==> config.mk <==
export PLATFORM = sky130hd
export DESIGN_NAME = display_mux_ctrl_flat
export DESIGN_NICKNAME = d
export VERILOG_FILES = /design/src/rtl/display_mux_ctrl_if.sv /design/src/rtl/display_mux_ctrl.sv /design/src/flat_wrapper.sv
export SDC_FILE = /design/constraint.sdc
export NUM_CORES = 1
export LEC_CHECK = 0
export ABC_AREA = 1
export CELL_PAD_IN_SITES_DETAIL_PLACEMENT = 0
export CELL_PAD_IN_SITES_GLOBAL_PLACEMENT = 1
export CORE_MARGIN = 1.5
export CORE_UTILIZATION = 43
export DETAILED_ROUTE_END_ITERATION = 8
export GPL_ROUTABILITY_DRIVEN = 0
export HOLD_SLACK_MARGIN = 0.05
export PLACE_DENSITY = 0.94
export SYNTH_ARGS = -nofsm -noshare
export SYNTH_HDL_FRONTEND = slang
export SYNTH_SLANG_ARGS = --single-unit
export TNS_END_PERCENT = 20
==> constraint.sdc <==
create_clock -name clk -period 4.5 [get_ports clk]
set_input_delay 0.9 -clock clk [delete_from_list [all_inputs] [get_ports clk]]
set_output_delay 0.9 -clock clk [all_outputs]
set_load 0.01 [all_outputs]
==> src/rtl/display_mux_ctrl_if.sv <==
// rtl/display_mux_ctrl_if.sv - switch input and display/LED output bundle for display_mux_ctrl
interface display_mux_ctrl_if;
    logic [7:0] s;
    logic [3:0] digit;
    logic [1:0] an;
    logic [4:0] led;
    logic       frame;

    modport master (
        output s,
        input  digit,
        input  an,
        input  led,
        input  frame
    );

    modport slave (
        input  s,
        output digit,
        output an,
        output led,
        output frame
    );
endinterface

==> src/rtl/display_mux_ctrl.sv <==
// rtl/display_mux_ctrl.sv - time-multiplexed dual seven-segment driver with per-frame sampled LED sum
module display_mux_ctrl #(
    parameter int SHOW_CYCLES  = 12000,
    parameter int BLANK_CYCLES = 120
) (
    input  logic              clk,
    input  logic              reset,
    display_mux_ctrl_if.slave bus
);
    localparam int MAX_N = (SHOW_CYCLES > BLANK_CYCLES) ? SHOW_CYCLES : BLANK_CYCLES;
    localparam int CW    = (MAX_N > 1) ? $clog2(MAX_N) : 1;
    localparam logic [CW-1:0] SHOW_LAST  = CW'(SHOW_CYCLES - 1);
    localparam logic [CW-1:0] BLANK_LAST = CW'(BLANK_CYCLES - 1);

    typedef enum logic [1:0] {
        BLANK1 = 2'd0,
        SHOW0  = 2'd1,
        BLANK0 = 2'd2,
        SHOW1  = 2'd3
    } state_t;

    state_t        state_q;
    logic [CW-1:0] cnt_q;
    logic [7:0]    s_reg_q;
    logic [4:0]    led_q;
    logic [1:0]    an_q;
    logic [3:0]    digit_q;
    logic          frame_q;

    logic          dwell_last_d;
    logic          sample_d;

    always_comb begin
        dwell_last_d = 1'b0;
        sample_d     = 1'b0;
        if (state_q == SHOW0 || state_q == SHOW1) begin
            dwell_last_d = (cnt_q == SHOW_LAST);
        end else begin
            dwell_last_d = (cnt_q == BLANK_LAST);
        end
        sample_d = (state_q == BLANK1) && (cnt_q == '0);
    end

    // an/digit are registered alongside the state so the pins never see a decode glitch;
    // digit only moves on entry to a blanking state (or at the sample edge, still dark).
    always_ff @(posedge clk) begin
        if (reset) begin
            state_q <= BLANK1;
            cnt_q   <= '0;
            s_reg_q <= '0;
            led_q   <= '0;
            an_q    <= 2'b11;
            digit_q <= '0;
            frame_q <= 1'b1;
        end else begin
            frame_q <= 1'b0;
            if (sample_d) begin
                s_reg_q <= bus.s;
                led_q   <= {1'b0, bus.s[3:0]} + {1'b0, bus.s[7:4]};
                digit_q <= bus.s[3:0];
            end
            if (dwell_last_d) begin
                cnt_q <= '0;
                case (state_q)
                    BLANK1: begin
                        state_q <= SHOW0;
                        an_q    <= 2'b10;
                    end
                    SHOW0: begin
                        state_q <= BLANK0;
                        an_q    <= 2'b11;
                        digit_q <= s_reg_q[7:4];
                    end
                    BLANK0: begin
                        state_q <= SHOW1;
                        an_q    <= 2'b01;
                    end
                    default: begin
                        state_q <= BLANK1;
                        an_q    <= 2'b11;
                        digit_q <= s_reg_q[3:0];
                        frame_q <= 1'b1;
                    end
                endcase
            end else begin
                cnt_q <= cnt_q + 1'b1;
            end
        end
    end

    assign bus.an    = an_q;
    assign bus.digit = digit_q;
    assign bus.led   = led_q;
    assign bus.frame = frame_q & ~reset;
endmodule
==> src/flat_wrapper.sv <==
// flat-port wrapper written by rule: the top's interface ports become plain ports
module display_mux_ctrl_flat 
#(
    parameter int SHOW_CYCLES  = 12000,
    parameter int BLANK_CYCLES = 120
)
  (clk, reset, bus_s, bus_digit, bus_an, bus_led, bus_frame);
  display_mux_ctrl_if bus_i ();
  input  logic clk;
  input  logic reset;
  input wire logic [$bits(bus_i.s)-1:0] bus_s;
  output wire logic [$bits(bus_i.digit)-1:0] bus_digit;
  output wire logic [$bits(bus_i.an)-1:0] bus_an;
  output wire logic [$bits(bus_i.led)-1:0] bus_led;
  output wire logic [$bits(bus_i.frame)-1:0] bus_frame;
  assign bus_i.s = bus_s;
  assign bus_digit = bus_i.digit;
  assign bus_an = bus_i.an;
  assign bus_led = bus_i.led;
  assign bus_frame = bus_i.frame;
  display_mux_ctrl #(.SHOW_CYCLES(SHOW_CYCLES), .BLANK_CYCLES(BLANK_CYCLES)) u_core (.clk(clk), .reset(reset), .bus(bus_i));
endmodule
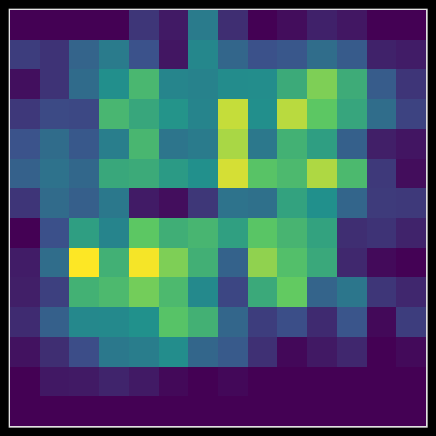
Figure 1: signal metal coverage by tile.
Scale: 6 px per um. The die is cut into 14 by 14 equal tiles; dark purple is low, yellow is high, scaled to the fullest tile. Values are wire area over tile area, all layers added.
densest ninth of the die = centre
fullest tile = 0.39
tiles over half the peak = 25%
mean over tiles = 0.12
nearly empty tiles = 16%
emptiest ninth of the die = lower right
drt wl/cell: 11.5 um
via count: 1618
DRT Wirelength: 3820 um
overall routing resource usage: 17.1%

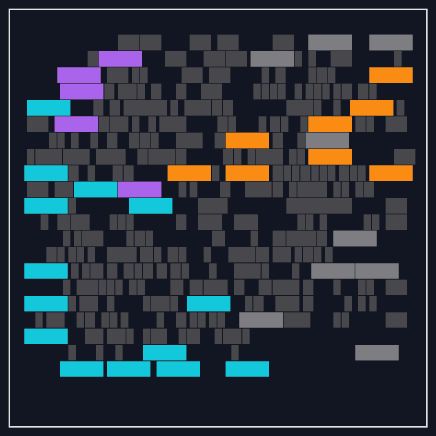
Figure 2: register map, names as in the netlist.
Scale: 6 px per um.
u_core.bus.led -> purple  # flops 5, where upper left
u_core.cnt_q -> cyan  # flops 14
u_core.s_reg_q -> orange  # flops 8
fraction of area in registers: 32.3%
Seq group: 350 uW

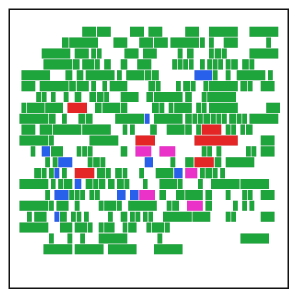
Figure 3: drive-strength map.
Scale: 4 px per um.
drive 1 or less -> green  # cells 258, most used nand2_1
drive 2 -> blue  # cells 12
drive 6 and up -> red  # cells 6, most used clkbuf_8
drive 3 to 4 -> magenta  # cells 5
area grow syn2layout: 17.8%
Finished Cell Area: 2230 um^2

power breakdown:
part / internal (mW) / switching (mW) / total, mW
registers: 0.339 / 0.0108 / 0.350
clock network: 0.164 / 0.115 / 0.279
logic: 0.0482 / 0.0577 / 0.106
kinds of logic (layout without fill, tap and decap cells):
group / Yosys count / count (layout) / synth area share [%]
adder cells (fa/ha/maj): 13 / 13 / 8.99
flip-flops: 36 / 36 / 38.1
AND/OR/NAND/NOR: 135 / 135 / 32.0
XOR/XNOR: 10 / 10 / 4.63
buffers and inverters: 31 / 55 / 7.47
AND-OR/OR-AND: 32 / 32 / 8.86
state kept, by name, summed over array words and instances, names as in the netlist:
register / flops
u_core.cnt_q: 14
u_core.frame_q: 1
u_core.bus.an: 2
u_core.state_q: 2
u_core.bus.digit: 4
u_core.s_reg_q: 8
u_core.bus.led: 5
final timing paths:
check | to | slack [ns] | startpoint | cells after the start
max reg2reg | u_core.bus.led[1] | 2.77 | u_core.state_q[0] | 8
max | bus_frame | 1.46 | reset | 3
min reg2reg | u_core.cnt_q[0] | 0.47 | u_core.cnt_q[0] | 1
min | u_core.cnt_q[0] | 0.47 | u_core.cnt_q[0] | 1
worst max-delay path, delay by kind of cell:
kind                   cells  cell delay, ns
AND/OR/NAND/NOR            1            0.15
buffers and inverters      2            1.09
layer usage:
metal	vias up	GRT usage (%)	part of all wire [%]
li1	864	-	-
met1	729	23.6	52
met2	23	26.9	44
met3	2	4.07	3.3
met4	0	4.14	0.50
met5	-	0	0
synth_stat cells:
master,instances,share of area [%]
nor2_4,2,1.2
nand4_1,4,1.3
fa_1,1,1.1
xor2_1,6,2.8
o21ai_0,12,3.2
nand2_4,2,1.2
nor3b_1,1,0.40
ha_1,12,7.9
buf_6,3,1.8
nor2_1,42,8.3
nand2_1,57,11
nor3_1,2,0.53
a211oi_2,1,0.66
or2_2,1,0.33
and2_4,1,0.46
a21oi_1,18,4.8
buf_2,2,0.53
nor2_2,1,0.33
xnor2_1,4,1.9
dfxtp_1,36,38
or2_0,1,0.33
nor3_2,2,1.1
nand3_1,16,4.2
inv_1,23,4.6
o21ai_1,1,0.26
inv_2,3,0.59
nand2_2,3,0.99
cell type report:
class / count / area [um^2]
Fill cell: 405 / 1890
Multi-Input combinational cell: 190 / 1030
Sequential cell: 36 / 721
Timing Repair Buffer: 21 / 210
Inverter: 26 / 97.6
Clock buffer: 6 / 72.6
Tap cell: 50 / 62.6
Clock inverter: 2 / 35.0
stage by stage:
stage          hold WS (ns)  utilization [%]  setup WS [ns]  power [mW]
6_report              0.470             54.2           1.46       0.735
5_1_grt               0.485             54.2           1.42       0.770
4_1_cts               0.468             54.2           1.46       0.742
3_5_place_dp          0.453             51.6           1.47       0.462
3_3_place_gp          0.443             51.6           1.49       0.462
2_1_floorplan         0.430                -           2.53       0.425
==> deck_impl_summary.md <==
Run Summary

Power and ir drop
  – VDD IR max: 0.212 mV
  – Pleak: approximately 0.95 nW
  – Pwr Density: 330 nW/um^2

Hold path
  – Hold Path Class: register to register

Clock network
  – Post-CTS sizing: 0
  – Hold buffers post-CTS: 0
  – # clock sinks: 36
  – Clk root buf: clkbuf_8
  – CTS tree: done
  – CTS clk-pin slew, worst paths: about 0.07 ns
  – CTS H-tree lvls: 2
  – Clk_lat worst skew: around 0.28 ns
  – CTS Buf Count: 5
  – Post-CTS Setup Bufs: 0
  – Clock buffer depth: 2

Cells and area
  – Most frequent cells in the layout: nand2_1 (57), nor2_1 (42), dfxtp_1 (36)
  – # diodes: 0
  – Share of layout cells above drive strength 1: between 8 and 9%
  – Nets: 303
  – Filler-free cell count of the finished design: about 330
  – Most numerous logic cell after layout: nand2_1

Placement
  – Post-DP Area: 2120 um^2
  – I/O Buffers: 21
  – Final HPWL DP: 2850 um
  – Inst Count DP: 323

Logic synthesis
  – YS warnings: 0
  – Post-synthesis net count: 280
  – Post-synthesis register bit count: 36
  – Unique cell types: 27
  – Synthesized cell area: 1890 um^2
  – Avg Cell Area, Syn: between 7 and 8 um^2
  – Synthesized instance count: 257
  – Cell total in the yosys stat output: between 200 and 300
  – Sequential element share of the synthesized area: roughly two fifths
  – Yosys chip area: 1890 um^2

Final timing
  – Final hold violation count: 0
  – Worst Tran Pin Value: 0.637 ns
  – Cycle use final: 67.5%
  – Fin. max-slew vios: 0
  – Fmax achieved: 329 MHz
  – Setup Viol. Count Final: 0
  – Clock Skews: around 0.0040 ns
  – Rel. slew slack: 57.5%
  – Post-route minimum period: 3.04 ns
  – Unrepaired setup endpoints after global routing: no
  – TNS Setup: 0 ns

Setup path
  – Worst path slowest cell: clkdlybuf4s50_1
  – Arr. time, crit path: 2.14 ns
  – Crit Path Class: primary input to primary output
  – Critical Path Sink Type: primary output
  – CP Launch Type: primary input
  – CP max FO: 7
  – CP Data Required Time: ~3.6 ns
  – CP most frequent cell: clkdlybuf4s50_1
  – Critical path's largest stage delay: 0.55 ns
  – Crit path cell chain: clkdlybuf4s50_1 > nor2_1 > clkdlybuf4s50_1

Global routing
  – First-pass GRT wire length: 6790 um
  – Vias in the first global route: 1515
  – Largest net degree at the start of global routing: 21
  – Initial antenna violation count: 0
  – Total grt overflow: 0

Run
  – Tool warning count: 32
  – # Max-Cap Violations: 0

Route
  – DRC errors left: 0
  – Post-DRT Antenna Nets: 0
  – Drt initial violations: 93
  – Pre-antenna DRT Iters: 4
  – Vias/cell: 4.89

Floorplan
  – I/O pin count: 22
  – Core area: a little over 4000 um^2
  – Die Ht: 69.4 um
  – Placement row count: 23
  – Die area: 4810 um^2
  – Fp_density: 46.0%
  – Die x size: 69.4 um

Outcome
  – Status: finished clean
Power and IR drop assume default switching activity.
